Figure 1. The metal 1 layer (run 1).
Supply wires on this layer in gray.
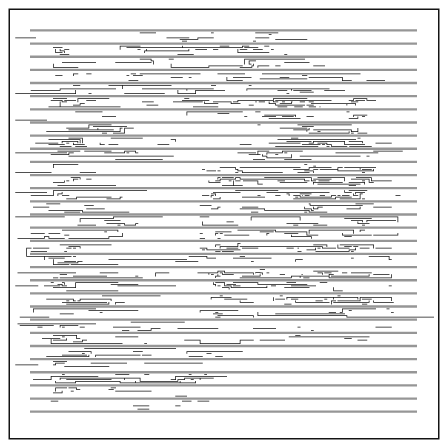
Figure 2. Met2 routing (run 1).
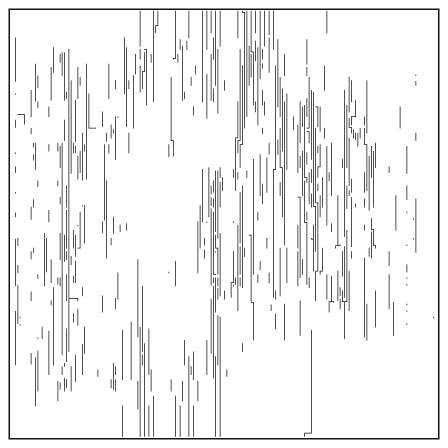
Figure 3. Met3 routing (run 1).
The bar under the picture is 20 um long.
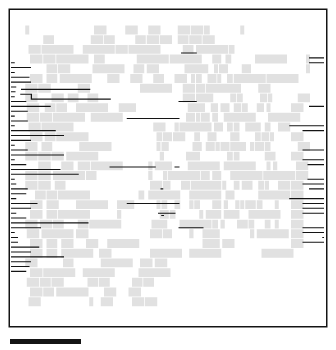
## config.mk

```make
export PLATFORM = sky130hd
export DESIGN_NAME = cam_loader_flat
export DESIGN_NICKNAME = d
export VERILOG_FILES = /design/src/rtl/cam_loader_if.sv /design/src/rtl/cam_loader.sv /design/src/flat_wrapper.sv
export SDC_FILE = /design/constraint.sdc
export NUM_CORES = 1
export LEC_CHECK = 0
export ABC_CLOCK_PERIOD_IN_PS = 2800
export CAP_MARGIN = 20
export CELL_PAD_IN_SITES_DETAIL_PLACEMENT = 0
export CELL_PAD_IN_SITES_GLOBAL_PLACEMENT = 1
export CORE_MARGIN = 4
export CORE_UTILIZATION = 35
export DETAILED_ROUTE_END_ITERATION = 10
export PLACE_DENSITY = 0.95
export RECOVER_POWER = 25
export REMOVE_ABC_BUFFERS = 1
export SETUP_SLACK_MARGIN = 0.5
export SLEW_MARGIN = 30
export SYNTH_ARGS = -nofsm -noshare
export SYNTH_HDL_FRONTEND = slang
export SYNTH_SLANG_ARGS = --single-unit
```

## constraint.sdc

```tcl
create_clock -name clk -period 2.8 [get_ports clk]
set_clock_uncertainty 0.05 [all_clocks]
set_input_delay 0.56 -clock clk [delete_from_list [all_inputs] [get_ports clk]]
set_output_delay 0.56 -clock clk [all_outputs]
set_load 0.02 [all_outputs]
```

## src/rtl/cam_loader_if.sv

```systemverilog
// Bundles the entry-load handshake, the CAM write port and the search-window
// status of the CAM loader. The master drives entries and clear requests. The
// slave is the loader, which drives the write port and the window status.
interface cam_loader_if #(
    parameter int DATA_WIDTH = 32,
    parameter int ADDR_WIDTH = 5
);
    logic                  entry_valid_i;
    logic [DATA_WIDTH-1:0] entry_data_i;
    logic                  entry_ready_o;
    logic                  clear_i;
    logic                  write_o;
    logic [ADDR_WIDTH-1:0] write_index_o;
    logic [DATA_WIDTH-1:0] write_data_o;
    logic [ADDR_WIDTH-1:0] window_start_o;
    logic [ADDR_WIDTH-1:0] window_end_o;
    logic                  window_valid_o;
    logic [ADDR_WIDTH:0]   count_o;
    logic                  full_o;
    logic                  busy_o;

    modport master (
        output entry_valid_i, entry_data_i, clear_i,
        input  entry_ready_o, write_o, write_index_o, write_data_o,
        input  window_start_o, window_end_o, window_valid_o,
        input  count_o, full_o, busy_o
    );

    modport slave (
        input  entry_valid_i, entry_data_i, clear_i,
        output entry_ready_o, write_o, write_index_o, write_data_o,
        output window_start_o, window_end_o, window_valid_o,
        output count_o, full_o, busy_o
    );
endinterface

```

## src/rtl/cam_loader.sv

```systemverilog
// Write-side controller for the CAM search array. It loads entries at
// sequential indices, drives the CAM write port and publishes the search
// window. A clear request sweeps CLEAR_DATA over every entry.
//
// Handshake: an entry transfers at the rising edge where entry_valid_i and
// entry_ready_o are both high. While valid is high and ready is low, the
// upstream holds entry_data_i stable. Ready never depends on valid.
module cam_loader #(
    parameter int                    DATA_WIDTH = 32,
    parameter int                    CAM_DEPTH  = 32,
    parameter int                    ADDR_WIDTH = 5,
    parameter logic [DATA_WIDTH-1:0] CLEAR_DATA = '0
) (
    input  logic        clk,
    input  logic        rst,
    cam_loader_if.slave bus,
    output logic        state_dbg
);
    typedef enum logic {
        IDLE  = 1'b0,
        CLEAR = 1'b1
    } state_t;

    localparam int                    LAST_INT  = CAM_DEPTH - 1;
    localparam logic [ADDR_WIDTH:0]   DEPTH_CNT = CAM_DEPTH[ADDR_WIDTH:0];
    localparam logic [ADDR_WIDTH-1:0] LAST_IDX  = LAST_INT[ADDR_WIDTH-1:0];

    state_t                state_q, state_d;
    logic [ADDR_WIDTH:0]   count_q;
    logic [ADDR_WIDTH:0]   count_m1;
    logic                  write_q;
    logic [ADDR_WIDTH-1:0] index_q;
    logic [DATA_WIDTH-1:0] data_q;
    logic [ADDR_WIDTH-1:0] wend_q;
    logic                  wvalid_q;
    logic                  full;
    logic                  ready;
    logic                  accept;
    logic                  start_clear;
    logic                  end_clear;

    assign full     = (count_q == DEPTH_CNT);
    // A clear request in the same cycle wins over loading.
    assign ready    = (state_q == IDLE) && !full && !bus.clear_i;
    assign accept   = bus.entry_valid_i && ready;
    assign count_m1 = count_q - 1'b1;

    // State register.
    always_ff @(posedge clk or negedge rst) begin
        if (!rst) state_q <= IDLE;
        else      state_q <= state_d;
    end

    // Next state: a clear request starts the sweep. The sweep ends after it
    // writes the last index. A clear request during the sweep is ignored.
    always_comb begin
        state_d     = state_q;
        start_clear = 1'b0;
        end_clear   = 1'b0;
        case (state_q)
            IDLE: begin
                if (bus.clear_i) begin
                    state_d     = CLEAR;
                    start_clear = 1'b1;
                end
            end
            CLEAR: begin
                if (index_q == LAST_IDX) begin
                    state_d   = IDLE;
                    end_clear = 1'b1;
                end
            end
            default: state_d = IDLE;
        endcase
    end

    // Write port, entry count and search window.
    // The window lags the count by one edge. Search therefore sees an index
    // only after the CAM has captured the write for that index.
    always_ff @(posedge clk or negedge rst) begin
        if (!rst) begin
            count_q  <= '0;
            write_q  <= 1'b0;
            index_q  <= '0;
            data_q   <= '0;
            wend_q   <= '0;
            wvalid_q <= 1'b0;
        end else begin
            write_q <= 1'b0;
            if (start_clear) begin
                write_q  <= 1'b1;
                index_q  <= '0;
                data_q   <= CLEAR_DATA;
                wvalid_q <= 1'b0;
            end else if (state_q == CLEAR) begin
                if (end_clear) begin
                    count_q <= '0;
                    wend_q  <= '0;
                end else begin
                    write_q <= 1'b1;
                    index_q <= index_q + 1'b1;
                end
            end else begin
                if (accept) begin
                    write_q <= 1'b1;
                    index_q <= count_q[ADDR_WIDTH-1:0];
                    data_q  <= bus.entry_data_i;
                    count_q <= count_q + 1'b1;
                end
                wvalid_q <= (count_q != '0);
                wend_q   <= (count_q != '0) ? count_m1[ADDR_WIDTH-1:0] : '0;
            end
        end
    end

    assign bus.entry_ready_o  = ready;
    assign bus.write_o        = write_q;
    assign bus.write_index_o  = index_q;
    assign bus.write_data_o   = data_q;
    assign bus.window_start_o = '0;
    assign bus.window_end_o   = wend_q;
    assign bus.window_valid_o = wvalid_q;
    assign bus.count_o        = count_q;
    assign bus.full_o         = full;
    assign bus.busy_o         = (state_q == CLEAR);
    assign state_dbg          = (state_q == CLEAR);
endmodule

```

## src/flat_wrapper.sv

```systemverilog
// flat-port wrapper written by rule: the top's interface ports become plain ports
module cam_loader_flat 
#(
    parameter int                    DATA_WIDTH = 32,
    parameter int                    CAM_DEPTH  = 32,
    parameter int                    ADDR_WIDTH = 5,
    parameter logic [DATA_WIDTH-1:0] CLEAR_DATA = '0
)
  (clk, rst, state_dbg, bus_entry_valid_i, bus_entry_data_i, bus_clear_i, bus_entry_ready_o, bus_write_o, bus_write_index_o, bus_write_data_o, bus_window_start_o, bus_window_end_o, bus_window_valid_o, bus_count_o, bus_full_o, bus_busy_o);
  cam_loader_if #(.DATA_WIDTH(DATA_WIDTH), .ADDR_WIDTH(ADDR_WIDTH)) bus_i ();
  input  logic clk;
  input  logic rst;
  output logic state_dbg;
  input wire logic [$bits(bus_i.entry_valid_i)-1:0] bus_entry_valid_i;
  input wire logic [$bits(bus_i.entry_data_i)-1:0] bus_entry_data_i;
  input wire logic [$bits(bus_i.clear_i)-1:0] bus_clear_i;
  output wire logic [$bits(bus_i.entry_ready_o)-1:0] bus_entry_ready_o;
  output wire logic [$bits(bus_i.write_o)-1:0] bus_write_o;
  output wire logic [$bits(bus_i.write_index_o)-1:0] bus_write_index_o;
  output wire logic [$bits(bus_i.write_data_o)-1:0] bus_write_data_o;
  output wire logic [$bits(bus_i.window_start_o)-1:0] bus_window_start_o;
  output wire logic [$bits(bus_i.window_end_o)-1:0] bus_window_end_o;
  output wire logic [$bits(bus_i.window_valid_o)-1:0] bus_window_valid_o;
  output wire logic [$bits(bus_i.count_o)-1:0] bus_count_o;
  output wire logic [$bits(bus_i.full_o)-1:0] bus_full_o;
  output wire logic [$bits(bus_i.busy_o)-1:0] bus_busy_o;
  assign bus_i.entry_valid_i = bus_entry_valid_i;
  assign bus_i.entry_data_i = bus_entry_data_i;
  assign bus_i.clear_i = bus_clear_i;
  assign bus_entry_ready_o = bus_i.entry_ready_o;
  assign bus_write_o = bus_i.write_o;
  assign bus_write_index_o = bus_i.write_index_o;
  assign bus_write_data_o = bus_i.write_data_o;
  assign bus_window_start_o = bus_i.window_start_o;
  assign bus_window_end_o = bus_i.window_end_o;
  assign bus_window_valid_o = bus_i.window_valid_o;
  assign bus_count_o = bus_i.count_o;
  assign bus_full_o = bus_i.full_o;
  assign bus_busy_o = bus_i.busy_o;
  cam_loader #(.DATA_WIDTH(DATA_WIDTH), .CAM_DEPTH(CAM_DEPTH), .ADDR_WIDTH(ADDR_WIDTH), .CLEAR_DATA(CLEAR_DATA)) u_core (.clk(clk), .rst(rst), .bus(bus_i), .state_dbg(state_dbg));
endmodule
```

==> CHANGELOG.md, run 1 <==
### Metrics

- Layout Cells excl Fill: 365
- Design area: 3326 um2
- # Cells Yosys: 190
- Final period utilization: 0.7812
- Cts repair resizes: 7
- Total grt overflow: 0
- Uppermost layer routed: met4
- Netlist cell types: 36
- Core Box Area: 6314 um2
- RePlAce Congestion: 0.7939
- Clk cell area share: 0.03010
- Crit path capture type: output pin
- Relative slew slack: 0.1049
- Total leakage power: 1.520 nW
- Synthesized area: 2271 um2
- WP data required: 2190 ps
- Fin nets: 328
- Post-place setup slack: 384.8 ps
- Met2 Use GR: 0.2407
- Worst hold start: u_core.bus.window_end_o[3]
- Outcome: finished clean
- Clk buf depth: 2
- Switching share of power: 0.3855
- Antenna Diode Count: 0
- Seq/Total Area, Yosys: 0.5620
- Worst-margin pin slew: 1343 ps
- Routed length on met1: 2.586 mm
- Comb pwr share: 0.537
- Seq area share: 0.3837
- Yosys top cell by instances: dfrtp_1
- Placed insts: 353
- Initial drt markers: 58
- Top non-seq family: AND-OR/OR-AND gates
- Die span in y: 88.55 um
- Power Dens Cells: 1151 nW/um2
- Reg2Reg Depth: 7
- CP Launch Type: register
- Seq pwr share: 0.342
- Flip-flops: 51
- Inverters: 4
- Storage cell area: 1276 um2
- Worst setup path start: u_core.bus.count_o[0]
- I/O Pins: 95
- MI comb cells: 119
- Largest register FFs: 32
-- Figure 1 (at the start) --
main direction: horizontal
longest straight run: 23.9 um
wire length on this layer: 2590 um
met1 Use GR: 0.1968
vias post-DR: 1797
total wire length: 5.690 mm

-- Figure 2 (at the start) --
nets with wire on the layer: 281
main direction: vertical
share of all routed wire: 46%
longest straight run: 62.6 um

-- Figure 3 (at the start) --
main direction: horizontal
longest straight run: 22.1 um
share of all routed wire: 7.8%
wire length on this layer: 446 um

--- run 2 (diff from run 1) ---
--- a/config.mk
+++ b/config.mk
@@ -5,14 +5,14 @@
 export SDC_FILE = /design/constraint.sdc
 export NUM_CORES = 1
 export LEC_CHECK = 0
-export ABC_CLOCK_PERIOD_IN_PS = 2800
+export ABC_CLOCK_PERIOD_IN_PS = 2200
 export CAP_MARGIN = 20
 export CELL_PAD_IN_SITES_DETAIL_PLACEMENT = 0
 export CELL_PAD_IN_SITES_GLOBAL_PLACEMENT = 1
 export CORE_MARGIN = 4
-export CORE_UTILIZATION = 35
+export CORE_UTILIZATION = 32
 export DETAILED_ROUTE_END_ITERATION = 10
-export PLACE_DENSITY = 0.95
+export PLACE_DENSITY = 0.91
 export RECOVER_POWER = 25
 export REMOVE_ABC_BUFFERS = 1
 export SETUP_SLACK_MARGIN = 0.5
==> constraint.sdc (replaced) <==
create_clock -name clk -period 2.2 [get_ports clk]
set_clock_uncertainty 0.05 [all_clocks]
set_input_delay 0.44 -clock clk [delete_from_list [all_inputs] [get_ports clk]]
set_output_delay 0.44 -clock clk [all_outputs]
set_load 0.02 [all_outputs]
Figure 4. The metal 1 layer (run 2).
Supply wires on this layer in gray.
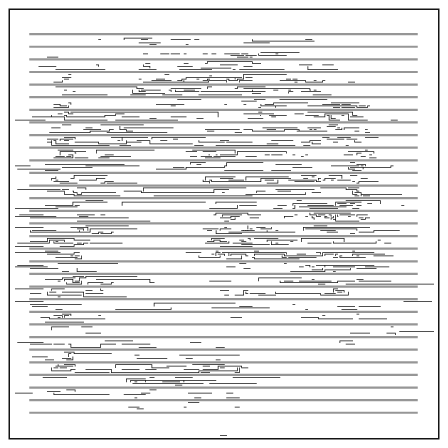
share of all routed wire: 42%
longest straight run: 31.7 um
wire length on this layer: 2780 um
main direction: horizontal

Figure 5. Met3 routing (run 2).
The bar under the picture is 20 um long.
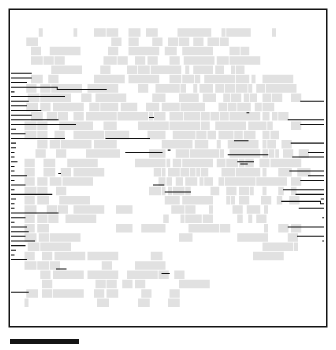
main direction: horizontal
nets with wire on the layer: 69

Figure 6. Met2 routing (run 2).
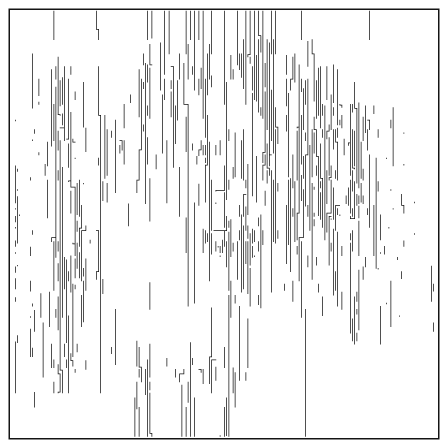
main direction: vertical
share of all routed wire: 50%

==> run 2 against run 1 <==
Compared with the run above:
- hold slack worse by 110 ps
- clock-buffer cell count is 1 lower
- final cell count is 12% higher
- sequential power is 25% higher
- non-clock buffer count is 23 higher
- clock power is 22% higher
- worst setup slack worse by 430 ps
- design area is 14% higher
- synthesized cell count stayed put
- routed wire length is 16% higher
- global-route usage is 0.71 points higher
- flip-flop count stayed put
- critical endpoint unchanged
==> CHANGELOG.md, run 2 <==
### Metrics

- Outcome: finished clean (unchanged)
- Netlist cell types: 36 (unchanged)
- #FFs+latches synth: 51 (unchanged)
- Clk cell area share: 0.02509 (was 0.03010)
- Cts repair resizes: 125 (was 7)
- Relative slew slack: 0.1572 (was 0.1049)
- Routed length on met1: 2.782 mm (was 2.586 mm)
- Synthesized area: 2271 um2 (unchanged)
- Int Power: 2.977 mW (was 2.352 mW)
- Storage cell area: 1276 um2 (unchanged)
- Sw power: 2.061 mW (was 1.476 mW)
- Via-to-Cell Ratio: 4.819 (was 4.923)
- Capture point of the worst reg-to-reg path: u_core.bus.count_o[5] (was u_core.bus.write_data_o[21])
- Seq pwr share: 0.326 (was 0.342)
- Worst setup path start: u_core.bus.count_o[0] (unchanged)
- Comb pwr share: 0.561 (was 0.537)
- Clk buf depth: 2 (unchanged)
- Design area: 3790 um2 (was 3326 um2)
- Vias post-DR: 1966 (was 1797)
- Cell Rows: 30 (was 29)
- Post-place setup slack: -3.614 ps (was 384.8 ps)
- Reg2Reg Depth: 9 (was 7)
- MI comb cells: 120 (was 119)
- Die span in y: 92.24 um (was 88.55 um)
- RePlAce Congestion: 0.8093 (was 0.7939)
- Largest register FFs: 32 (unchanged)
- Layout Cells excl Fill: 408 (was 365)
- I/O Pins: 95 (unchanged)
- Inverters: 4 (unchanged)
- Fin nets: 352 (was 328)
- CP Launch Type: register (unchanged)
- Clk latency late pin: 310 ps (about the same)
- Core Box Area: 6832 um2 (was 6314 um2)
- Flip-flops: 51 (unchanged)
- Total leakage power: 1.884 nW (was 1.520 nW)
- Remaining DRCs: 0 (unchanged)
- Worst-margin pin slew: 1264 ps (was 1343 ps)
- Initial drt markers: 104 (was 58)
- Final period utilization: 0.9151
- Seq area share: 0.3367 (was 0.3837)
- Global routing's busiest layer: met2 (unchanged)
- WL met3: 408 um (was 446 um)
- Switching share of power: 0.4092 (was 0.3855)
- Clk pwr: 570 uW (was 467 uW)
- WP data required: 1710 ps (was 2190 ps)
- Antenna Diode Count: 0 (unchanged)
- Placed insts: 375 (was 353)
--- run 3 (diff from run 2) ---
--- a/config.mk
+++ b/config.mk
@@ -5,12 +5,13 @@
 export SDC_FILE = /design/constraint.sdc
 export NUM_CORES = 1
 export LEC_CHECK = 0
+export ABC_AREA = 1
 export ABC_CLOCK_PERIOD_IN_PS = 2200
 export CAP_MARGIN = 20
 export CELL_PAD_IN_SITES_DETAIL_PLACEMENT = 0
 export CELL_PAD_IN_SITES_GLOBAL_PLACEMENT = 1
 export CORE_MARGIN = 4
-export CORE_UTILIZATION = 32
+export CORE_UTILIZATION = 31
 export DETAILED_ROUTE_END_ITERATION = 10
 export PLACE_DENSITY = 0.91
 export RECOVER_POWER = 25
==> run 3 against run 2 <==
Compared with the run above:
- the run now ends with max-capacitance violations left
- core utilization is 9.3 points lower
- first-iteration DRC count fell by 39%
- routed wire length is 3.9% lower
- non-clock buffer count down 20
==> CHANGELOG.md, run 3 <==
### Metrics

- MI comb cells: 204 (was 120)
- Int Power: 2.285 mW (was 2.977 mW)
- Remaining DRCs: 0 (unchanged)
- Clk cell area share: 0.02470 (was 0.02509)
- Die span in y: 96.51 um (was 92.24 um)
- Relative slew slack: 0.004503 (was 0.1572)
- WP data required: 1710 ps (about the same)
- Crit Path Category: reg -> out (unchanged)
- Clk latency late pin: 290 ps (was 310 ps)
- Routed length on met1: 2.758 mm (was 2.782 mm)
- Worst setup path start: u_core.bus.count_o[1] (was u_core.bus.count_o[0])
- Flip-flops: 51 (unchanged)
- WL met3: 512 um (was 408 um)
- Fin nets: 427 (was 352)
- Total grt overflow: 0 (unchanged)
- Fin. max-slew vios: 0 (unchanged)
- Met1 Use GR: 0.1698 (was 0.1971)
- Inverters: 15 (was 4)
- Cell Rows: 32 (was 30)
- Switching share of power: 0.4085 (was 0.4092)
- Placed insts: 475 (was 375)
- Cts repair resizes: 73 (was 125)
- Complex Gates by Area: 0.02318 (was 0.2011)
- WP depth: 6 (unchanged)
- Comb pwr share: 0.478 (was 0.561)
- Storage cell area: 1277 um2 (was 1276 um2)
- Largest register FFs: 32 (unchanged)
- Layout Cells excl Fill: 488 (was 408)
- Synth area leaders: dfrtp_1 53%, nand2_1 18%, nand3_1 9.7% (was dfrtp_1 56%, a22o_1 13%, buf_6 3.5%)
- Antenna Diode Count: 0 (unchanged)
- Synthesized area: 2429 um2 (was 2271 um2)
- MaxCap Viol Count: 1 (was 0)
- Dominant logic cell type in the layout: nand2_1 (was dfrtp_1)
- Crit path largest cell delay: 400 ps (about the same)
- GRT Util Overall: 0.1386 (was 0.1576)
- I/O Pins: 95 (unchanged)
- CP Launch Type: register (unchanged)
- Via-to-Cell Ratio: 4.471 (was 4.819)
- # Cells Yosys: 285 (was 190)
- Seq pwr share: 0.383 (was 0.326)
- Final period utilization: 0.7838 (was 0.9151)
- Seq/Total Area, Yosys: 0.5255 (was 0.5620)
- RePlAce Congestion: 0.8089 (was 0.8093)
- Synth cell count leaders: 117 x nand2_1, 51 x dfrtp_1, 47 x nand3_1, 13 x inv_1, 10 x buf_4 (was 51 x dfrtp_1, 33 x a22o_1, 20 x nand2_1, 9 x buf_4)
- Uppermost layer routed: met4 (unchanged)
- Post-Synth Simple-Gate Area: 0.3251 (was 0.1036)
- Netlist cell types: 26 (was 36)
- Total leakage power: 1.966 nW (was 1.884 nW)
- Post-place setup slack: -43.34 ps (was -3.614 ps)
- Fillers: 781 (was 594)
- XOR-XNOR Cells, Area Fraction: 0.01082 (was 0.01157)
- Sw power: 1.578 mW (was 2.061 mW)
- Crit path capture type: output pin (unchanged)
- Cell chain of the critical path: inv_2 -> ha_4 -> nand3_4 -> nand2_2 -> inv_1 -> buf_6 (was inv_2 -> ha_4 -> nor4b_4 -> and2_4 -> nor3_2 -> buf_4)
- Power Dens Cells: 1090 nW/um2 (was 1329 nW/um2)
- Adder Share, Synth: 0.02576 (was 0.02755)
- Gate Count Post-Synth: 285 (was 190)
- First-pass GRT wire length: 10.13 mm (was 10.54 mm)
- Outcome: complete, but fails checks (was finished clean)
- Violated checks: max-capacitance violations
- Global routing's busiest layer: met2 (unchanged)
- #FFs+latches synth: 51 (unchanged)
- Comb. cell area: 1001 um2 (was 989.7 um2)
- Capture point of the worst reg-to-reg path: u_core.bus.write_index_o[1] (was u_core.bus.count_o[5])
- Reg2Reg Depth: 9 (unchanged)
- Comb/total area: 0.2823 (was 0.2611)
- Fin. Hold Viols: 0 (unchanged)
- Design area: 3546 um2 (was 3790 um2)
- Initial drt markers: 63 (was 104)
- Seq area share: 0.3603 (was 0.3367)
- Core Box Area: 7687 um2 (was 6832 um2)
- NonClk Buf Share: 0.2802 (was 0.3414)
- RSZ-0062 raised after global routing: true (unchanged)
- Yosys top cell by instances: nand2_1 (was dfrtp_1)
- Final-report setup violation count: 0 (unchanged)
- Top non-seq family: simple AND/OR/NAND/NOR gates (was AND-OR/OR-AND gates)
- Clk pwr: 537 uW (was 570 uW)
- Mapped Avg Cell Area: 8.521 um2 (was 11.95 um2)
- Worst-margin pin slew: 1493 ps (was 1264 ps)
- Clk buf depth: 2 (unchanged)
- Post-route ant nets: 0 (unchanged)
- Met2 Use GR: 0.2322 (was 0.2640)
Figure 7. Met3 routing (run 3).
The bar under the picture is 20 um long.
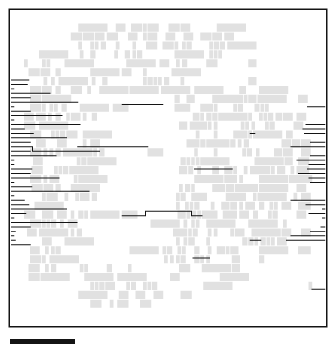
longest straight run: 23.7 um
nets with wire on the layer: 66
wire length on this layer: 512 um
total wire length: 6.332 mm
vias post-DR: 2182
met3 usage: 0.04880

Figure 8. Met2 routing (run 3).
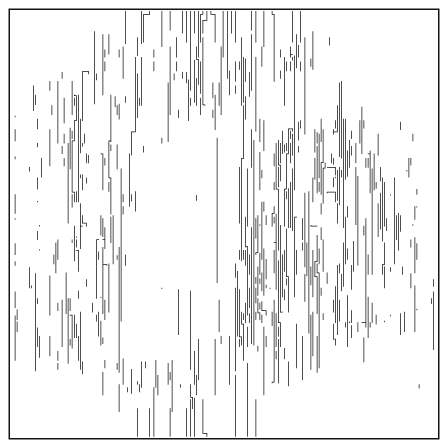
wire length on this layer: 3050 um
nets with wire on the layer: 330
main direction: vertical
share of all routed wire: 48%
longest straight run: 46.2 um

Figure 9. Gate-type map (run 3).
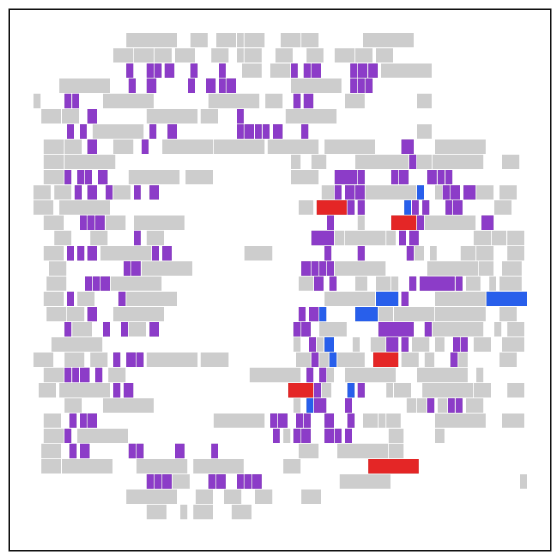
[nand cells] purple | cells: 170 | where: spread over the die
[fa/ha/maj cells] red | cells: 5
[nor cells] blue | cells: 10


==> screenshots <==
Clock routing.
image #1
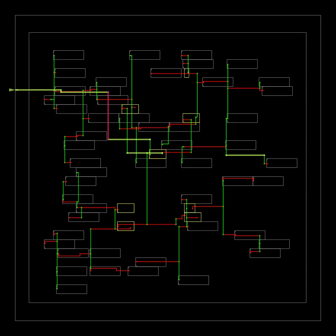
image #2
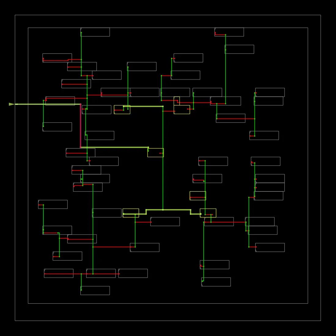
image #3
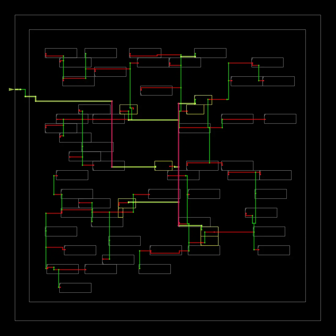
For run 1, see image #3.
For run 2, see image #1.
For run 3, see image #2.

No activity file was given, so power comes from the tool's default toggle rates.
